File: config.mk
export PLATFORM = sky130hd
export DESIGN_NAME = muldiv_unit
export DESIGN_NICKNAME = d
export VERILOG_FILES = /design/src/rtl/muldiv_unit.sv
export SDC_FILE = /design/constraint.sdc
export NUM_CORES = 1
export LEC_CHECK = 0
export ABC_AREA = 1
export CAP_MARGIN = 10
export CORE_MARGIN = 3
export CORE_UTILIZATION = 40
export CTS_CLUSTER_DIAMETER = 150
export CTS_CLUSTER_SIZE = 25
export DETAILED_ROUTE_END_ITERATION = 10
export PLACE_DENSITY = 0.73
export SLEW_MARGIN = 5
export SYNTH_ARGS = -nofsm -noshare
export SYNTH_HDL_FRONTEND = slang
export SYNTH_SLANG_ARGS = --single-unit
File: constraint.sdc
create_clock -name clk -period 2.8 [get_ports clk]
set_input_delay 0.84 -clock clk [delete_from_list [all_inputs] [get_ports clk]]
set_output_delay 0.84 -clock clk [all_outputs]
set_load 0.1 [all_outputs]
File: src/rtl/muldiv_unit.sv
// ============================================================================
// Module   : muldiv_unit
// Brief    : Iterative HI/LO multiply/divide unit (radix-2 shift-add multiply,
//            restoring divide). Divide logic built only when MULDIV_UNIT_DIV_EN
//            is defined.
// Revision : 1.0
// ============================================================================
`default_nettype none

module muldiv_unit #(
    parameter int WIDTH = 32
) (
    input  logic             clk,
    input  logic             rst,
    input  logic             start,
    input  logic [2:0]       op,
    input  logic [WIDTH-1:0] a,
    input  logic [WIDTH-1:0] b,
    input  logic             flush,
    output logic             busy,
    output logic             done,
    output logic             div_by_zero,
    output logic [WIDTH-1:0] hi,
    output logic [WIDTH-1:0] lo
);

    localparam int            CW       = $clog2(WIDTH);
    localparam logic [CW-1:0] CNT_LAST = CW'(WIDTH - 1);
    localparam logic [2:0]    OP_MTHI  = 3'b100;
    localparam logic [2:0]    OP_MTLO  = 3'b101;

    typedef enum logic [0:0] {
        IDLE = 1'b0,
        CALC = 1'b1
    } state_t;

    state_t             state_q;
    logic [CW-1:0]      cnt_q;
    logic [2*WIDTH-1:0] acc_q;
    logic [2*WIDTH-1:0] acc_d;
    logic [WIDTH-1:0]   opb_q;
    logic [WIDTH-1:0]   hi_q;
    logic [WIDTH-1:0]   lo_q;
    logic               neg_q;
    logic               done_q;

    logic               w_signed;
    logic               w_a_neg;
    logic               w_b_neg;
    logic [WIDTH-1:0]   w_a_mag;
    logic [WIDTH-1:0]   w_b_mag;
    logic               w_mul_op;
    logic               w_pend;
    logic [WIDTH:0]     w_mul_sum;
    logic [2*WIDTH-1:0] w_prod;
    logic [WIDTH-1:0]   w_res_hi;
    logic [WIDTH-1:0]   w_res_lo;

`ifdef MULDIV_UNIT_DIV_EN
    logic               is_div_q;
    logic               neg_rem_q;
    logic               dbz_q;
    logic               dbz_pend_q;
    logic               w_div_op;
    logic [WIDTH:0]     w_rem_sh;
    logic [WIDTH:0]     w_trial;
`endif

    // op[0] selects the signed variant for both MULT and DIV.
    assign w_signed = op[0];
    assign w_a_neg  = w_signed & a[WIDTH-1];
    assign w_b_neg  = w_signed & b[WIDTH-1];
    assign w_a_mag  = w_a_neg ? -a : a;
    assign w_b_mag  = w_b_neg ? -b : b;
    assign w_mul_op = (op[2:1] == 2'b00);

`ifdef MULDIV_UNIT_DIV_EN
    assign w_div_op = (op[2:1] == 2'b01);
    assign w_pend   = dbz_pend_q;
`else
    assign w_pend   = 1'b0;
`endif

    // One iteration: acc holds {partial product, multiplier} for multiply and
    // {remainder, dividend/quotient} for divide.
    always_comb begin
        w_mul_sum = {1'b0, acc_q[2*WIDTH-1:WIDTH]} + (acc_q[0] ? {1'b0, opb_q} : '0);
        acc_d     = {w_mul_sum, acc_q[WIDTH-1:1]};
`ifdef MULDIV_UNIT_DIV_EN
        w_rem_sh  = acc_q[2*WIDTH-1:WIDTH-1];
        w_trial   = w_rem_sh - {1'b0, opb_q};
        if (is_div_q) begin
            if (w_rem_sh >= {1'b0, opb_q}) begin
                acc_d = {w_trial[WIDTH-1:0], acc_q[WIDTH-2:0], 1'b1};
            end else begin
                acc_d = {w_rem_sh[WIDTH-1:0], acc_q[WIDTH-2:0], 1'b0};
            end
        end
`endif
    end

    always_comb begin
        w_prod   = neg_q ? -acc_d : acc_d;
        w_res_hi = w_prod[2*WIDTH-1:WIDTH];
        w_res_lo = w_prod[WIDTH-1:0];
`ifdef MULDIV_UNIT_DIV_EN
        // Remainder follows the dividend's sign; most-negative / -1 wraps back.
        if (is_div_q) begin
            w_res_lo = neg_q     ? -acc_d[WIDTH-1:0]       : acc_d[WIDTH-1:0];
            w_res_hi = neg_rem_q ? -acc_d[2*WIDTH-1:WIDTH] : acc_d[2*WIDTH-1:WIDTH];
        end
`endif
    end

    always_ff @(posedge clk) begin
        if (rst) begin
            state_q    <= IDLE;
            cnt_q      <= '0;
            acc_q      <= '0;
            opb_q      <= '0;
            hi_q       <= '0;
            lo_q       <= '0;
            neg_q      <= 1'b0;
            done_q     <= 1'b0;
`ifdef MULDIV_UNIT_DIV_EN
            is_div_q   <= 1'b0;
            neg_rem_q  <= 1'b0;
            dbz_q      <= 1'b0;
            dbz_pend_q <= 1'b0;
`endif
        end else if (flush) begin
            state_q    <= IDLE;
            cnt_q      <= '0;
            done_q     <= 1'b0;
`ifdef MULDIV_UNIT_DIV_EN
            dbz_q      <= 1'b0;
            dbz_pend_q <= 1'b0;
`endif
        end else begin
            done_q <= 1'b0;
`ifdef MULDIV_UNIT_DIV_EN
            dbz_q  <= 1'b0;
`endif
            case (state_q)
                IDLE: begin
                    if (w_pend) begin
`ifdef MULDIV_UNIT_DIV_EN
                        done_q     <= 1'b1;
                        dbz_q      <= 1'b1;
                        dbz_pend_q <= 1'b0;
`endif
                    end else if (start) begin
                        if (w_mul_op) begin
                            state_q  <= CALC;
                            cnt_q    <= '0;
                            acc_q    <= {{WIDTH{1'b0}}, w_a_mag};
                            opb_q    <= w_b_mag;
                            neg_q    <= w_a_neg ^ w_b_neg;
`ifdef MULDIV_UNIT_DIV_EN
                            is_div_q <= 1'b0;
`endif
                        end
`ifdef MULDIV_UNIT_DIV_EN
                        else if (w_div_op) begin
                            if (b == '0) begin
                                dbz_pend_q <= 1'b1;
                            end else begin
                                state_q   <= CALC;
                                cnt_q     <= '0;
                                acc_q     <= {{WIDTH{1'b0}}, w_a_mag};
                                opb_q     <= w_b_mag;
                                neg_q     <= w_a_neg ^ w_b_neg;
                                neg_rem_q <= w_a_neg;
                                is_div_q  <= 1'b1;
                            end
                        end
`endif
                        else if (op == OP_MTHI) begin
                            hi_q <= a;
                        end else if (op == OP_MTLO) begin
                            lo_q <= a;
                        end
                    end
                end
                CALC: begin
                    acc_q <= acc_d;
                    cnt_q <= cnt_q + CW'(1);
                    if (cnt_q == CNT_LAST) begin
                        state_q <= IDLE;
                        cnt_q   <= '0;
                        hi_q    <= w_res_hi;
                        lo_q    <= w_res_lo;
                        done_q  <= 1'b1;
                    end
                end
                default: state_q <= IDLE;
            endcase
        end
    end

    assign busy = (state_q == CALC);
    assign done = done_q;
    assign hi   = hi_q;
    assign lo   = lo_q;
`ifdef MULDIV_UNIT_DIV_EN
    assign div_by_zero = dbz_q;
`else
    assign div_by_zero = 1'b0;
`endif

endmodule

`default_nettype wire

flops_by_reg.png
Scale: 1.5 px per µm. Other sequential cells in the stronger grey, the rest of the logic in the fainter grey.
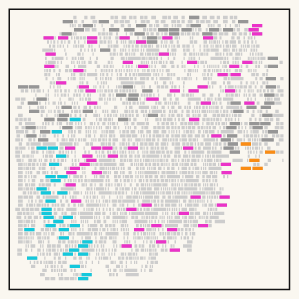
| colour | signal | flops |
|---|---|---|
| orange | cnt_q | 5 |
| cyan | opb_q | 32 |
| magenta | acc_q | 64 |
not coloured: 67

detail.png
Region (80, 43) to (105, 68) µm. Cells in grey, sequential cells in the stronger grey; small squares are vias.
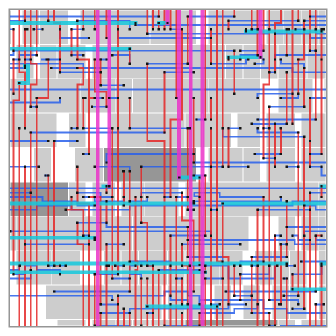
| colour | layer |
|---|---|
| cyan | metal 3 |
| red | metal 2 |
| magenta | metal 4 |
| blue | metal 1 |
netlist names of flops here include: acc_q (2)
sequential cells in the window: 2
most frequent: nand2_1 (18), inv_1 (14), nand2_2 (7)
cells with their middle in the window: 66

logic_types.png
Scale: 1.5 px per µm.
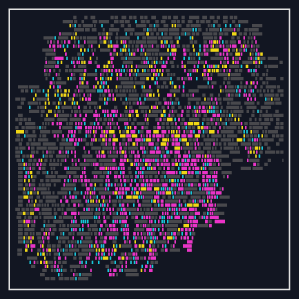
| colour | family | cells | most used |
|---|---|---|---|
| cyan | inv cells | 329 | inv_1 |
| magenta | nand cells | 833 | nand2_1 |
| yellow | nor cells | 280 | nor2_1 |
final cell count without fillers: 2957
highest-count logic cell in the final layout: nand2_1
Comb area share: 50.3%

io_placement.png
Scale: 2 px per µm. Pins as bars across the die edge, other pins in grey.
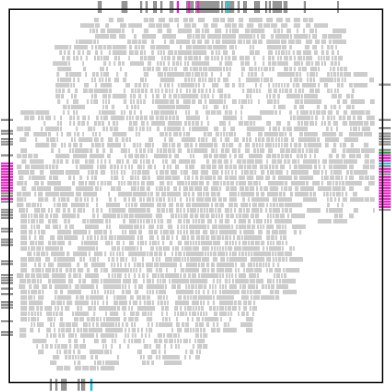
| colour | port | pins | direction | edge |
|---|---|---|---|---|
| green | done | 1 | output | right |
| magenta | hi | 32 | output | 17 right, 12 left, 3 top |
| cyan | op | 3 | input | 1 bottom, 1 right, 1 top |
all pins by edge: 53 top, 45 left, 31 right, 9 bottom

==> CHANGELOG.md <==
### Physical design

- Max Buffers Root-to-Sink: 2
- Clock root buffer: clkbuf_16
- Post-route setup TNS: -0.743 ns
- DP Area: 16300 µm²
- Initial antenna violation count: 0
- FF-to-FF End: hi[27]$_SDFFE_PP0P_
- Top cells, area: dfxtp_1, nand2_1, inv_1, a21oi_1, nand3_1
- Chip area: 34600 µm²
- Outcome: complete, but fails checks
- Worst setup SP type: flip-flop
- VDD IR max: 478 µV
- Post-layout min period: 2.89 ns
- Drt total wl: 51.2 mm
- Routing usage on met3: 3.63%
- Gate Count Post-Synth: 2194
- Fillcell total: 2913
- Violated checks: setup timing
- Met1 Use GR: 37.6%
- Ys flops: 168
- EDFF count, synth: 0
- Final Cycle Share: 103%
- Initial DRT Pass Iterations: 6
- Comb area: 9340 µm²
- GR Overflow Total: 0
- Area Overhead vs Synth: 43.4%
- Reg2reg setup slack: -0.09 ns
- Syn Nets: 2303
- Post-route setup slack: -0.0862 ns
- Std cell rows: 65
- Clk slew on worst S/H paths: 0.08 ns
- CTS tree: yes
- Dominant cell area share: 26.0%
- Hold Startpoint: opb_q[31]$_SDFFE_PP0P_
- Final Hold Vio Count: 0
- DR iter-0 viols: 1782
- CP arrival: 3.27 ns
- Endpoints failing setup: 15
- Hold EP: opb_q[31]$_SDFFE_PP0P_
==> metrics by stage <==
step	hold WS, ns	total power (µW)	cells
global placement	0.454	3900	2885
CTS	0.469	6340	2928
detailed placement	0.457	3920	2885
global route	0.508	6630	2957
finish	0.472	6430	2957
floorplan	0.443	3340	2194
==> registers in the layout (all words and copies together), names as in the netlist <==
signal  cells
acc_q      64
hi         32
cnt_q       5
opb_q      32
busy        1
neg_q       1
lo         32
done        1
==> placed cells by master (no fill, tap or decap), types with 5 or more instances in the layout <==
cell	n
nand2_2	112
ha_1	11
o311ai_0	5
o21ai_0	126
nand4_1	23
nor3_1	24
nand3_2	32
o21ai_1	10
clkdlybuf4s50_1	66
or2_2	6
nand2_4	30
inv_2	47
o21bai_1	11
dfxtp_1	165
o2111ai_1	9
xnor2_1	7
nor2_2	36
inv_1	277
o211ai_1	34
a21oi_1	140
a31oi_1	31
ha_4	25
buf_12	14
nand3_1	125
buf_4	328
xor2_1	15
a211oi_1	5
nand3b_1	18
o221ai_1	9
clkbuf_16	20
nor2_1	174
a21oi_2	20
nand3_4	5
nand2_1	487
nor4_1	11
nor2_4	28
==> where the power goes <==
part / total [µW] / switching, µW / internal (µW)
Combinational: 1490 / 956 / 534
Clock: 2430 / 1240 / 1190
Sequential: 2510 / 56.8 / 2450
Total: 6430 / 2250 / 4180
==> per-layer routing <==
metal  up-vias  part of all wire, %
li1       7850                    -
met1      7449                   42
met2       847                   45
met3       151                  8.9
met4         0                  3.9
met5         -                    0
==> how the worst max path moves through the flow <==
stage | endpoint | slack, ns | cells past startpoint
floorplan | hi[27]$_SDFFE_PP0P_ | 0.008 | 23
global placement | acc_q[26]$_SDFFE_PP0P_ | -0.36 | 13
detailed placement | acc_q[26]$_SDFFE_PP0P_ | -0.44 | 13
CTS | hi[27]$_SDFFE_PP0P_ | -0.02 | 21
global route | hi[30]$_SDFFE_PP0P_ | -0.24 | 22
finish | hi[27]$_SDFFE_PP0P_ | -0.09 | 21
==> worst max-delay path: stages (launching register included) <==
cell	delay, ns
dfxtp_4	0.39
clkbuf_16	0.18
nand2_1	0.07
inv_2	0.07
ha_4	0.32
buf_12	0.11
nand2_1	0.04
nand3_1	0.08
nand3_2	0.10
nand3_1	0.20
nand2_8	0.10
nor2_4	0.13
nand2_2	0.07
nor2_2	0.14
nand2_2	0.09
nor2_4	0.14
nor2_2	0.07
nor2_2	0.15
nand2_1	0.07
nand2_1	0.05
nand3_1	0.06
a21oi_1	0.15
==> area by class of cell <==
cell class / count / area share [%]
clock inverters: 15 / 0.856
repair buffers: 415 / 19.0
clock buffers: 17 / 2.29
well taps: 402 / 2.71
multi-input cells: 1611 / 50.3
inverters: 329 / 6.67
flip-flops and latches: 168 / 18.2
==> repair_timing <==
item	CTS	global route
pin swaps	36	97
cloned	0	3
buffers inserted	11	26
hold endpoints to repair	0	0
gates resized	110	242
setup endpoints to repair	23	41
No activity file was given, so power comes from the tool's default toggle rates.
